### A small window of the routed layout, run 1

Scale bar: 10 um. Region (26, 26) to (56, 56) um. Cells in grey, sequential cells in the stronger grey; small squares are vias.
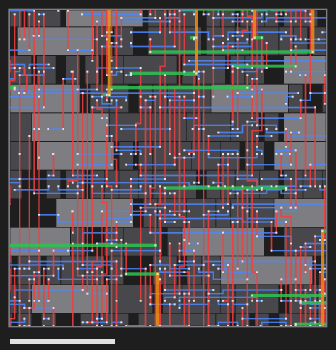
### I/O nets highlighted, run 1

Scale bar: 20 um.
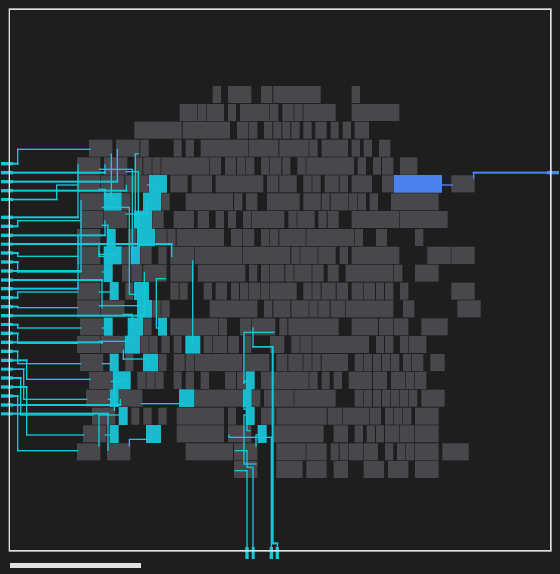
### Clock routing, run 1

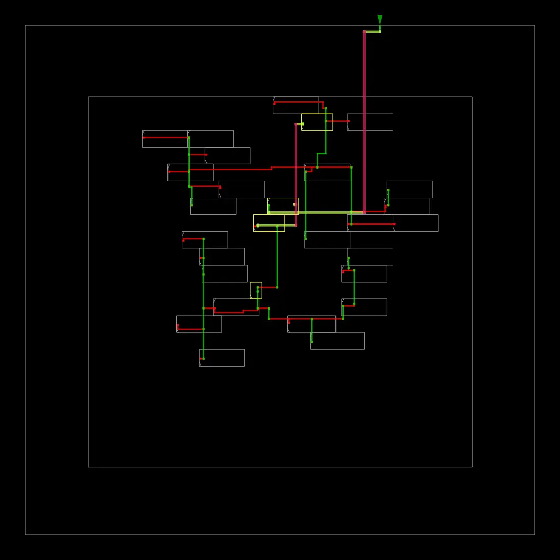
**config.mk**
```make
export PLATFORM = sky130hd
export DESIGN_NAME = serial_tx_arbiter_flat
export DESIGN_NICKNAME = d
export VERILOG_FILES = /design/src/rtl/serial_tx_arbiter_if.sv /design/src/rtl/serial_tx_arbiter.sv /design/src/flat_wrapper.sv
export SDC_FILE = /design/constraint.sdc
export NUM_CORES = 1
export LEC_CHECK = 0
export ABC_AREA = 1
export CAP_MARGIN = 25
export CORE_MARGIN = 10
export CORE_UTILIZATION = 50
export DETAILED_ROUTE_END_ITERATION = 6
export GPL_ROUTABILITY_DRIVEN = 0
export PLACE_DENSITY = 0.91
export SLEW_MARGIN = 5
export SYNTH_ARGS = -nofsm -noshare
export SYNTH_HDL_FRONTEND = slang
export SYNTH_SLANG_ARGS = --single-unit
export TNS_END_PERCENT = 100
```
**constraint.sdc**
```tcl
create_clock -name clk -period 2 [get_ports clk]
set_input_delay 0.5 -clock clk [delete_from_list [all_inputs] [get_ports clk]]
set_output_delay 0.5 -clock clk [all_outputs]
set_load 0.005 [all_outputs]
```
**src/rtl/serial_tx_arbiter_if.sv**
```systemverilog
// Purpose: bundles the requester-side request/payload bus and the shared serial line outputs.
// Latency: none, signal container only.
// Backpressure: requesters hold req until their grant bit is seen; the arbiter never stalls the line.
interface serial_tx_arbiter_if;
    logic [3:0]  req;
    logic [31:0] data_flat;
    logic        serial_out;
    logic [3:0]  grant;
    logic        busy;
    logic        done;

    modport master (
        output req,
        output data_flat,
        input  serial_out,
        input  grant,
        input  busy,
        input  done
    );

    modport slave (
        input  req,
        input  data_flat,
        output serial_out,
        output grant,
        output busy,
        output done
    );
endinterface

```
**src/rtl/serial_tx_arbiter.sv**
```systemverilog
// Purpose: round-robin arbiter serialising one 12-bit frame (start, id, payload, stop) per grant.
// Latency: START is driven the cycle after an IDLE edge sees req; frames are 12 cycles plus 1 idle.
// Backpressure: req/data are only sampled in IDLE; losers stay pending and must hold req until granted.
module serial_tx_arbiter (
    input  logic              clk,
    input  logic              rst,
    serial_tx_arbiter_if.slave bus
);

    typedef enum logic [2:0] {
        IDLE,
        START,
        ID,
        DATA,
        STOP
    } state_t;

    state_t      state;
    logic [1:0]  ptr;
    logic [2:0]  bit_cnt;
    logic [7:0]  payload;
    logic [1:0]  id;

    logic        serial_q;
    logic [3:0]  grant_q;
    logic        busy_q;
    logic        done_q;

    logic        win_vld;
    logic [1:0]  win_id;
    logic [2:0]  bit_cnt_nxt;

    assign bus.serial_out = serial_q;
    assign bus.grant      = grant_q;
    assign bus.busy       = busy_q;
    assign bus.done       = done_q;

    // Counter advance; wrapping 7 -> 0 marks the last payload bit, and the
    // inverted count indexes the payload MSB first.
    assign bit_cnt_nxt = bit_cnt + 3'd1;

    // Round-robin search starting at ptr, first set request bit wins.
    always_comb begin
        logic [1:0] cand;
        win_vld = 1'b0;
        win_id  = ptr;
        cand    = ptr;
        for (int i = 0; i < 4; i++) begin
            cand = ptr + 2'(i);
            if (!win_vld && bus.req[cand]) begin
                win_vld = 1'b1;
                win_id  = cand;
            end
        end
    end

    // Frame FSM; outputs are computed for the state being entered so they are registered.
    always_ff @(posedge clk) begin
        if (rst) begin
            state    <= IDLE;
            ptr      <= 2'd0;
            bit_cnt  <= 3'd0;
            payload  <= 8'd0;
            id       <= 2'd0;
            serial_q <= 1'b1;
            grant_q  <= 4'd0;
            busy_q   <= 1'b0;
            done_q   <= 1'b0;
        end else begin
            case (state)
                IDLE: begin
                    serial_q <= 1'b1;
                    grant_q  <= 4'd0;
                    busy_q   <= 1'b0;
                    done_q   <= 1'b0;
                    if (win_vld) begin
                        id       <= win_id;
                        payload  <= bus.data_flat[{win_id, 3'b000} +: 8];
                        ptr      <= win_id + 2'd1;
                        grant_q  <= 4'b0001 << win_id;
                        serial_q <= 1'b0;
                        busy_q   <= 1'b1;
                        state    <= START;
                    end
                end
                START: begin
                    grant_q  <= 4'd0;
                    serial_q <= id[1];
                    bit_cnt  <= 3'd0;
                    state    <= ID;
                end
                ID: begin
                    // bit_cnt 0: id[1] on the line, 1: id[0] on the line.
                    if (bit_cnt == 3'd0) begin
                        serial_q <= id[0];
                        bit_cnt  <= 3'd1;
                    end else begin
                        serial_q <= payload[7];
                        bit_cnt  <= 3'd0;
                        state    <= DATA;
                    end
                end
                DATA: begin
                    bit_cnt <= bit_cnt_nxt;
                    if (bit_cnt_nxt == 3'd0) begin
                        serial_q <= 1'b1;
                        done_q   <= 1'b1;
                        state    <= STOP;
                    end else begin
                        serial_q <= payload[~bit_cnt_nxt];
                    end
                end
                STOP: begin
                    serial_q <= 1'b1;
                    busy_q   <= 1'b0;
                    done_q   <= 1'b0;
                    state    <= IDLE;
                end
                default: begin
                    serial_q <= 1'b1;
                    grant_q  <= 4'd0;
                    busy_q   <= 1'b0;
                    done_q   <= 1'b0;
                    state    <= IDLE;
                end
            endcase
        end
    end

endmodule

```
**src/flat_wrapper.sv**
```systemverilog
// flat-port wrapper written by rule: the top's interface ports become plain ports
module serial_tx_arbiter_flat 
  (clk, rst, bus_req, bus_data_flat, bus_serial_out, bus_grant, bus_busy, bus_done);
  serial_tx_arbiter_if bus_i ();
  input  logic clk;
  input  logic rst;
  input wire logic [$bits(bus_i.req)-1:0] bus_req;
  input wire logic [$bits(bus_i.data_flat)-1:0] bus_data_flat;
  output wire logic [$bits(bus_i.serial_out)-1:0] bus_serial_out;
  output wire logic [$bits(bus_i.grant)-1:0] bus_grant;
  output wire logic [$bits(bus_i.busy)-1:0] bus_busy;
  output wire logic [$bits(bus_i.done)-1:0] bus_done;
  assign bus_i.req = bus_req;
  assign bus_i.data_flat = bus_data_flat;
  assign bus_serial_out = bus_i.serial_out;
  assign bus_grant = bus_i.grant;
  assign bus_busy = bus_i.busy;
  assign bus_done = bus_i.done;
  serial_tx_arbiter u_core (.clk(clk), .rst(rst), .bus(bus_i));
endmodule
```
==> flow_metrics.rpt, run 1 <==
=== SYNTHESIS / PLACE & ROUTE SUMMARY ===
----------------------------------------------------
[Power]
  Design internal power ........................ 1.93 mW
  Proportion of total power due to net switching ........................ 0.514
  Leading power group ........................ combinational cells
  Total chip power ........................ 3.96 mW
  Flop+latch power ........................ 0.779 mW
  Psw ........................ 2.03 mW
  Power attributed to combinational cells ........................ 2.88 mW
  P_leak ........................ 1.21 nW
  Combinational share of power ........................ 0.728

[Layout]
  Logic gate fraction of the total cell area ........................ 0.498
  Largest area class, layout ........................ combinational gates
  Count of plain and timing-repair buffers ........................ roughly 56
  Register with the highest flop count ........................ u_core.payload
  Total of fill cells in the finished design ........................ 310
  Final core utilization ........................ 0.695
  Layout cell share with drive strength beyond 1 ........................ 0.179
  Number of logic inverters in the finished layout ........................ 29
  Design area ........................ 0.00258 mm2
  Final clock-cell share ........................ 0.0179

[Final timing]
  Timing-limited maximum frequency ........................ 0.532 GHz
  Ratio of final minimum period to clock period ........................ 0.940
  Setup Skew ........................ 5.45 ps
  Final-report hold violation count ........................ 0
  Worst-case setup margin in the final layout ........................ 119 ps
  Final count of pins violating max slew ........................ 0

[Global routing]
  All-Layer GR Usage ........................ 0.157
  Met2 capacity usage during global routing ........................ 0.264
  Met3 global-route usage ........................ 0.0486
  Number of global-route vias before repair ........................ 2006
  Met1 usage ........................ 0.190
  Largest net degree at the start of global routing ........................ 21
  Initial antenna violation count ........................ 0

[Detailed routing]
  Total iterations of the first detailed-routing run ........................ 4
  Highest metal used ........................ met4
  Met1 WL ........................ roughly 2100 um
  Routed length per instance ........................ 12.9 um
  Post-route DRC ........................ 0
  Met3 wire length ........................ 478 um
  Overall via count from detail_route ........................ 2079

[Yosys]
  Synthesized cell area ........................ 0.00194 mm2
  Post-synthesis share of cell area spent on and, or, nand and nor gates ........................ 0.522
  Commonest cells in the synthesized netlist ........................ 105 x sky130_fd_sc_hd__nand2_1, 27 x sky130_fd_sc_hd__nor2_1, 25 x sky130_fd_sc_hd__dfxtp_1, 25 x sky130_fd_sc_hd__inv_1, 15 x sky130_fd_sc_hd__nand3_1
  Post-synth top area cell ........................ sky130_fd_sc_hd__dfxtp_1
  Cells taking the most area after synthesis ........................ sky130_fd_sc_hd__dfxtp_1 26%, sky130_fd_sc_hd__nand2_1 20%, sky130_fd_sc_hd__nor2_1 5.2%
  Post-synth mux share ........................ 0
  Summed standard-cell area reported by yosys ........................ 0.00194 mm2
  Logic family by area ........................ simple AND/OR/NAND/NOR gates
  Total nets after synthesis ........................ around 340
  Mean instance size in the synthesized netlist ........................ approximately 6.6 um2
  Count of distinct cell types in the synthesized netlist ........................ 33
  Area share of fa/ha/maj cells after synthesis ........................ 0.0194

[Floorplan]
  Floorplan die area ........................ 0.00676 mm2
  Die height ........................ around 80 um
  Number of standard-cell rows in the floorplan ........................ 22
  Area of the core region ........................ 0.00372 mm2
  Tap cell instance count ........................ 48

[Worst setup path]
  Cell breakdown of the critical path ........................ buf_6 -> nand2_1 -> nand2_2 -> nand2_1 -> nand2_2 -> nor2_4 -> nand2_2 -> nor2_4 -> nor2_4 -> buf_12 -> nand3b_1 -> nand3_1 -> a21oi_2
  Reg-to-reg slack, setup ........................ 120 ps
  Arrival time of the worst setup path ........................ 2090 ps
  Delay of the slowest critical-path stage ........................ 340 ps
  Library cell contributing the largest single delay on the critical path ........................ sky130_fd_sc_hd__dfxtp_2
  Worst path required time ........................ 2210 ps

[Clock network]
  CTS Root Buffer Type ........................ sky130_fd_sc_hd__clkbuf_8
  Clock-pin slew on the worst setup and hold paths ........................ 90 ps
  Maximum count of clock buffers along a single path ........................ 2
  Post-CTS Hold Buffers ........................ 0
  Number of H-tree levels ........................ 1
  Clock tree from TritonCTS ........................ built

[Placement]
  Placed cell areas ........................ 0.00248 mm2

[Outcome]
  Run status ........................ finished, final reports clean

[Hold path]
  Hold path cells ........................ 2

----------------------------------------------------
About 'A small window of the routed layout':
Key: blue = M1; green = M3; red = M2; orange = M4
105 logic cells have their middle in the window. Most frequent: nand2_1 (24), dfxtp_1 (13), nor2_1 (12). Netlist names of flops here include u_core.payload (7), u_core.bus.grant (3), u_core.ptr (2). Sequential cells in the window: 15.

About 'I/O nets highlighted':
Key: blue = bus_serial_out [bits 1, direction output, edge right, end cells 1, buffers 1, wire 14.6 um]; cyan = bus_data_flat [bits 32, direction input, edge 28 left, 4 bottom, end cells 32, buffers 32, wire 731 um]
number of primary I/O pins: 45
number of port buffers: 44

About 'Clock routing':
power dissipated in the clock network: 0.299 mW
Num CTS Buffers: 3
Clock buffer cells: 3
Clock Sinks: 25
flop count: 25

--- run 2 (diff from run 1) ---
Settings changed: ABC_CLOCK_PERIOD_IN_PS set to 2000, SETUP_SLACK_MARGIN set to 0.2.
==> run 2 against run 1 <==
  * Worst setup slack worse by 77 ps
  * Total power rose by 22%
  * Flip-flop count did not move
  * Sequential power up 3.2%
  * Global-route usage increased by 1.1 points
  * Via count rose by 13%
  * Core utilization rose by 7.1 points
  * Die area stayed put
  * Hold slack gained 3.9 ps
  * Fmax down 3.9%
==> flow_metrics.rpt, run 2 <==
=== SYNTHESIS / PLACE & ROUTE SUMMARY ===
----------------------------------------------------
[Outcome]
  Run status ........................ finished, final reports clean

[Final timing]
  Ratio of final minimum period to clock period ........................ 0.979
  Final count of pins violating max slew ........................ 0
  Setup violations, final ........................ 0
  Total negative setup slack ........................ 0 ps
  Final-report hold violation count ........................ 0
  Post-route worst hold slack ........................ 478 ps
  Worst slew margin relative to its limit ........................ 0.719
  Setup Skew ........................ 1.60 ps
  Minimum clock period after layout ........................ 1960 ps
  Timing-limited maximum frequency ........................ between 0.5 and 0.6 GHz
  Worst-case setup margin in the final layout ........................ between 40 and 50 ps
  Slew @ Worst Pin ........................ 416 ps

[Power]
  Sequential power share ........................ 0.166
  Combinational share of power ........................ 0.771
  Leading power group ........................ combinational cells
  Proportion of total power due to net switching ........................ 0.522
  Total power divided by cell area ........................ 1700 mW/mm2
  Total chip power ........................ 4.85 mW
  Power dissipated in the clock network ........................ 0.307 mW
  Power attributed to combinational cells ........................ 3.74 mW
  Psw ........................ 2.53 mW
  Flop+latch power ........................ approximately 0.8 mW
  Design internal power ........................ 2.32 mW
  Part of the total power dissipated in the clock network ........................ 0.063
  P_leak ........................ 1.32 nW

[Layout]
  Logic gate fraction of the total cell area ........................ 0.503
  Non-clock buffers, area share ........................ 0.236
  Area Growth Syn to Fin ........................ 47.1%
  Flip-flop and latch share of the layout cell area ........................ 0.179
  Number of multi-input logic gates ........................ approximately 230
  Final core utilization ........................ 0.767
  Total number of nets in the final design ........................ 401
  Most numerous logic cells after layout ........................ 87 x sky130_fd_sc_hd__nand2_1, 40 x sky130_fd_sc_hd__clkdlybuf4s50_1, 26 x sky130_fd_sc_hd__nor2_1, 23 x sky130_fd_sc_hd__nand2_2
  Final clock-cell share ........................ 0.0162
  N_diodes ........................ 0
  Count of plain and timing-repair buffers ........................ 67
  Most numerous logic cell after layout ........................ sky130_fd_sc_hd__nand2_1
  Total of fill cells in the finished design ........................ approximately 250
  Number of logic inverters in the finished layout ........................ 29
  Number of flip-flops under the largest register name ........................ 8
  Largest area class, layout ........................ combinational gates
  Sequential cell area ........................ 509 um2
  Flop count ........................ 25
  Design area ........................ 0.00285 mm2
  Register with the highest flop count ........................ u_core.payload
  Layout cell share with drive strength beyond 1 ........................ 0.281
  Multi-input logic area ........................ 0.00143 mm2
  Non-filler cells in the finished layout ........................ 407
  Clock buffer cells ........................ 3

[Clock network]
  Worst skew pair latency ........................ 270 ps
  Num CTS Buffers ........................ 3
  Post-CTS Hold Buffers ........................ 0
  Maximum count of clock buffers along a single path ........................ 2
  Clock Sinks ........................ 25
  Total of cells resized after clock tree synthesis ........................ 25
  CTS Root Buffer Type ........................ sky130_fd_sc_hd__clkbuf_8
  Number of H-tree levels ........................ 1
  Clock-pin slew on the worst setup and hold paths ........................ 90 ps
  Clock tree from TritonCTS ........................ built

[Placement]
  Worst slack at placement ........................ -338 ps
  Number of port buffers ........................ 44
  Placed cell areas ........................ between 0.002 and 0.0025 mm2
  Sum of net half-perimeters after detailed placement ........................ 4030 um

[Floorplan]
  Tap cell instance count ........................ 48
  Chip width ........................ 82.2 um
  Floorplan die area ........................ 0.00676 mm2
  Floorplan-stage core utilization ........................ 0.521
  Area of the core region ........................ 0.00372 mm2
  Die height ........................ 82.2 um
  Number of standard-cell rows in the floorplan ........................ 22
  Number of primary I/O pins ........................ 45

[Hold path]
  Endpoint of the worst hold path ........................ u_core.bus.grant[2]
  Hold path cells ........................ 2
  Hold path start ........................ u_core.bus.grant[2]
  Kind of path behind the tightest hold check ........................ flip-flop to flip-flop

[Yosys]
  Number of flip-flops and latches in the synthesized netlist ........................ 25
  Synthesized-area fraction occupied by ao, oa, aoi and oai cells ........................ 0.100
  Synthesized cell area ........................ ~0.0019 mm2
  Summed standard-cell area reported by yosys ........................ 0.00194 mm2
  Area share of xor/xnor cells in the synthesized design ........................ 0
  Mean instance size in the synthesized netlist ........................ approximately 6.6 um2
  Post-synthesis share of cell area spent on and, or, nand and nor gates ........................ 0.522
  Cells taking the most area after synthesis ........................ sky130_fd_sc_hd__dfxtp_1 26%, sky130_fd_sc_hd__nand2_1 20%, sky130_fd_sc_hd__nor2_1 5.2%
  Count of mapped cells out of synthesis ........................ between 200 and 300
  Post-synth mux share ........................ 0
  Synth warn ........................ 0
  Dominant Register Cell ........................ sky130_fd_sc_hd__dfxtp_1
  Proportion of netlist area held by the largest area contributor ........................ 0.258
  Commonest cells in the synthesized netlist ........................ 105 x sky130_fd_sc_hd__nand2_1, 27 x sky130_fd_sc_hd__nor2_1, 25 x sky130_fd_sc_hd__dfxtp_1, 25 x sky130_fd_sc_hd__inv_1, 15 x sky130_fd_sc_hd__nand3_1
  Logic family by area ........................ simple AND/OR/NAND/NOR gates
  Area share of fa/ha/maj cells after synthesis ........................ 0.0194
  EDFF count, synth ........................ 0
  Post-synthesis cell type with the largest instance count ........................ sky130_fd_sc_hd__nand2_1
  Total nets after synthesis ........................ 336
  Count of distinct cell types in the synthesized netlist ........................ 33
  Cell total in the yosys stat output ........................ 295
  Post-synth top area cell ........................ sky130_fd_sc_hd__dfxtp_1
  Sequential area share after synthesis ........................ 0.258

[Global routing]
  Number of global-route vias before repair ........................ ~2100
  Met1 usage ........................ 0.202
  Wire length of the first global-routing pass ........................ 9440 um
  Largest net degree at the start of global routing ........................ 21
  Aggregate global routing overflow ........................ 0
  Met2 capacity usage during global routing ........................ 0.288
  Met3 global-route usage ........................ 0.0475
  Initial antenna violation count ........................ 0

[Worst setup path]
  Reg-to-reg critical path endpoint ........................ u_core.id[0]
  Cell breakdown of the critical path ........................ buf_6 -> nand2_2 -> nand2_4 -> nand2_4 -> nand2_4 -> nor2_4 -> nand2_2 -> nor2_4 -> nor2_4 -> inv_4 -> buf_4 -> buf_4 -> a211oi_2
  Maximum fanout encountered on the critical timing path ........................ 6
  Worst path required time ........................ approximately 2200 ps
  Arrival time of the worst setup path ........................ 2140 ps
  Timing endpoint of the critical path ........................ u_core.id[0]
  Reg2Reg Launch Point ........................ u_core.ptr[0]
  Reg-to-reg slack, setup ........................ 40 ps
  Delay of the slowest critical-path stage ........................ ~400 ps
  Length in cells of the worst reg-to-reg path ........................ 13
  Library cell contributing the largest single delay on the critical path ........................ sky130_fd_sc_hd__dfxtp_4
  CP Capture Type ........................ flip-flop
  Critical path launch point type ........................ flip-flop
  Number of buffers and inverters on the critical path ........................ 4
  Dominant delay contributor by cell family on the critical path ........................ simple AND/OR/NAND/NOR gates

[Detailed routing]
  Highest metal used ........................ met4
  DRT iter0 DRCs ........................ 173
  Met3 wire length ........................ 591 um
  Total Wirelength ........................ slightly below 7000 um
  Met1 WL ........................ 2580 um
  Routed length per instance ........................ 16.6 um
  Total iterations of the first detailed-routing run ........................ 4
  DR WL met2 ........................ 3340 um
  Post-route DRC ........................ 0
  Vias per inst ........................ 5.76

[Job]
  Max_cap viols ........................ 0
  Log Warnings ........................ 29

----------------------------------------------------
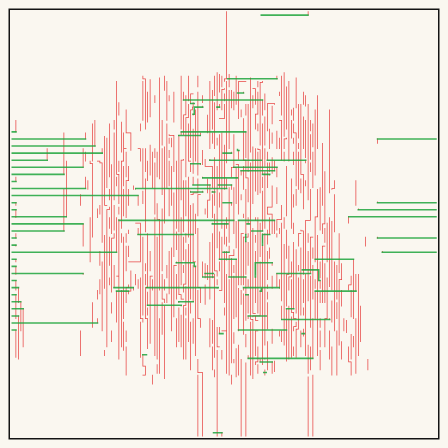
*Metal layers overlaid, run 2*
Two of the layers only.
Key: green = M3 [wire length 591 um]; red = M2 [wire length 3340 um]
All-Layer GR Usage: 0.169
overall via count from detail_route: 2345

--- run 3 (diff from run 2) ---
Settings changed: CAP_MARGIN 25 to 5.
==> run 3 against run 2 <==
  * Final cell count is the same
  * First-iteration DRC count is the same
  * Total power did not move
  * Non-clock buffer count unchanged
  * Die area unchanged
  * Fmax did not move
  * Worst setup slack did not move
  * Register-to-register slack about the same
  * Critical path type unchanged
  * Critical endpoint unchanged
  * Largest cell class unchanged
  * Largest power group unchanged
==> flow_metrics.rpt, run 3 <==
=== SYNTHESIS / PLACE & ROUTE SUMMARY ===
----------------------------------------------------
[Hold path]
  Endpoint of the worst hold path ........................ u_core.bus.grant[2]
  Kind of path behind the tightest hold check ........................ flip-flop to flip-flop
  Hold path start ........................ u_core.bus.grant[2]
  Hold path cells ........................ 2

[Job]
  Max_cap viols ........................ 0
  Log Warnings ........................ 29

[Yosys]
  Post-synthesis cell type with the largest instance count ........................ sky130_fd_sc_hd__nand2_1
  Cell total in the yosys stat output ........................ ~300
  Synth warn ........................ 0
  Post-synth mux share ........................ 0
  Area share of xor/xnor cells in the synthesized design ........................ 0
  EDFF count, synth ........................ 0
  Proportion of netlist area held by the largest area contributor ........................ 0.258
  Count of mapped cells out of synthesis ........................ 295
  Synthesized-area fraction occupied by ao, oa, aoi and oai cells ........................ 0.100
  Area share of fa/ha/maj cells after synthesis ........................ 0.0194
  Synthesized cell area ........................ just under 0.002 mm2
  Count of distinct cell types in the synthesized netlist ........................ 33
  Cells taking the most area after synthesis ........................ sky130_fd_sc_hd__dfxtp_1 26%, sky130_fd_sc_hd__nand2_1 20%, sky130_fd_sc_hd__nor2_1 5.2%
  Mean instance size in the synthesized netlist ........................ 6.57 um2
  Sequential area share after synthesis ........................ 0.258
  Number of flip-flops and latches in the synthesized netlist ........................ 25
  Summed standard-cell area reported by yosys ........................ 0.00194 mm2
  Total nets after synthesis ........................ 336
  Asr flop ratio synth ........................ 0
  Post-synth top area cell ........................ sky130_fd_sc_hd__dfxtp_1
  Post-synthesis share of cell area spent on and, or, nand and nor gates ........................ 0.522
  Logic family by area ........................ simple AND/OR/NAND/NOR gates
  Commonest cells in the synthesized netlist ........................ 105 x sky130_fd_sc_hd__nand2_1, 27 x sky130_fd_sc_hd__nor2_1, 25 x sky130_fd_sc_hd__dfxtp_1, 25 x sky130_fd_sc_hd__inv_1, 15 x sky130_fd_sc_hd__nand3_1

[Layout]
  Largest area class, layout ........................ combinational gates
  Clock buffer cells ........................ 3
  Multi-input logic area ........................ 0.00143 mm2
  Register with the highest flop count ........................ u_core.payload
  Design area ........................ between 0.002 and 0.003 mm2
  Non-filler cells in the finished layout ........................ 407
  Total of fill cells in the finished design ........................ ~250
  N_diodes ........................ 0
  Final core utilization ........................ 0.767
  Flop count ........................ 25
  Layout cell share with drive strength beyond 1 ........................ 0.281
  Sequential cell area ........................ 509 um2
  Most numerous logic cells after layout ........................ 87 x sky130_fd_sc_hd__nand2_1, 40 x sky130_fd_sc_hd__clkdlybuf4s50_1, 26 x sky130_fd_sc_hd__nor2_1, 23 x sky130_fd_sc_hd__nand2_2
  Logic gate fraction of the total cell area ........................ 0.503
  Count of plain and timing-repair buffers ........................ 67
  Number of logic inverters in the finished layout ........................ 29
  Most numerous logic cell after layout ........................ sky130_fd_sc_hd__nand2_1
  Number of multi-input logic gates ........................ 234
  Non-clock buffers, area share ........................ 0.236
  Number of flip-flops under the largest register name ........................ 8
  Final clock-cell share ........................ 0.0162
  Flip-flop and latch share of the layout cell area ........................ 0.179

[Placement]
  Placed cell areas ........................ about 0.0025 mm2
  Number of port buffers ........................ 44
  Post-placement cell count ........................ between 300 and 400
  Worst slack at placement ........................ -338 ps
  Sum of net half-perimeters after detailed placement ........................ approximately 4000 um

[Clock network]
  CTS Root Buffer Type ........................ sky130_fd_sc_hd__clkbuf_8
  Clock-pin slew on the worst setup and hold paths ........................ 90 ps
  Num CTS Buffers ........................ 3
  Clock Sinks ........................ 25
  Post-CTS Hold Buffers ........................ 0
  Number of H-tree levels ........................ 1
  Clock tree from TritonCTS ........................ built
  Worst skew pair latency ........................ 270 ps
  Maximum count of clock buffers along a single path ........................ 2
  Total of cells resized after clock tree synthesis ........................ 25

[Global routing]
  Largest net degree at the start of global routing ........................ 21
  Met1 usage ........................ 0.202
  Aggregate global routing overflow ........................ 0
  Met3 global-route usage ........................ 0.0475
  Wire length of the first global-routing pass ........................ between 9000 and 10000 um
  All-Layer GR Usage ........................ 0.169
  Number of global-route vias before repair ........................ between 2000 and 2500
  Initial antenna violation count ........................ 0

[Power]
  Total power divided by cell area ........................ approximately 1700 mW/mm2
  Part of the total power dissipated in the clock network ........................ 0.063
  Total chip power ........................ between 4 and 5 mW
  Power dissipated in the clock network ........................ 0.307 mW
  Sequential power share ........................ 0.166
  Flop+latch power ........................ between 0.8 and 0.9 mW
  Proportion of total power due to net switching ........................ 0.522
  Leading power group ........................ combinational cells
  Combinational share of power ........................ 0.771
  Psw ........................ 2.53 mW
  Design internal power ........................ 2.32 mW
  Power attributed to combinational cells ........................ 3.74 mW
  P_leak ........................ 1.32 nW

[Worst setup path]
  Dominant delay contributor by cell family on the critical path ........................ simple AND/OR/NAND/NOR gates
  Critical path launch point type ........................ flip-flop
  Length in cells of the worst reg-to-reg path ........................ 13
  Worst path required time ........................ 2190 ps
  Maximum fanout encountered on the critical timing path ........................ 6
  Reg-to-reg critical path endpoint ........................ u_core.id[0]
  CP Capture Type ........................ flip-flop
  Library cell contributing the largest single delay on the critical path ........................ sky130_fd_sc_hd__dfxtp_4
  Reg2Reg Launch Point ........................ u_core.ptr[0]
  Cell breakdown of the critical path ........................ buf_6 -> nand2_2 -> nand2_4 -> nand2_4 -> nand2_4 -> nor2_4 -> nand2_2 -> nor2_4 -> nor2_4 -> inv_4 -> buf_4 -> buf_4 -> a211oi_2
  Number of buffers and inverters on the critical path ........................ 4
  Reg-to-reg slack, setup ........................ 40 ps
  Arrival time of the worst setup path ........................ 2140 ps
  Timing endpoint of the critical path ........................ u_core.id[0]
  Delay of the slowest critical-path stage ........................ around 400 ps

[Final timing]
  Worst slew margin relative to its limit ........................ 0.719
  Setup violations, final ........................ 0
  Setup Skew ........................ 1.60 ps
  Slew @ Worst Pin ........................ around 420 ps
  Timing-limited maximum frequency ........................ 0.511 GHz
  Minimum clock period after layout ........................ 1960 ps
  Ratio of final minimum period to clock period ........................ 0.979
  Total negative setup slack ........................ 0 ps
  Post-route worst hold slack ........................ approximately 480 ps
  Final count of pins violating max slew ........................ 0
  Final-report hold violation count ........................ 0
  Worst-case setup margin in the final layout ........................ 42.8 ps

[Detailed routing]
  Overall via count from detail_route ........................ 2345
  Met1 WL ........................ around 2600 um
  Total Wirelength ........................ 6770 um
  Met3 wire length ........................ 591 um
  DRT iter0 DRCs ........................ 173
  Highest metal used ........................ met4
  DR WL met2 ........................ 3340 um
  Post-route DRC ........................ 0
  Total iterations of the first detailed-routing run ........................ 4
  Routed length per instance ........................ approximately 17 um

[Floorplan]
  Floorplan die area ........................ about 0.0068 mm2
  Die height ........................ around 80 um
  Number of primary I/O pins ........................ about 45
  Floorplan-stage core utilization ........................ 0.521
  Area of the core region ........................ 0.00372 mm2
  Chip width ........................ 82.2 um
  Number of standard-cell rows in the floorplan ........................ 22

[Outcome]
  Run status ........................ finished, final reports clean

----------------------------------------------------
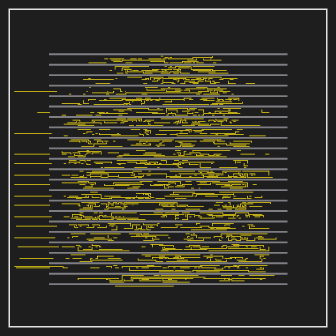
*Met1 routing, run 3*
Supply wires on this layer in grey.
The wires run mostly horizontal. The layer carries 2580 um of wire.

Power figures rest on the tool's default switching activity, not on a simulated workload.
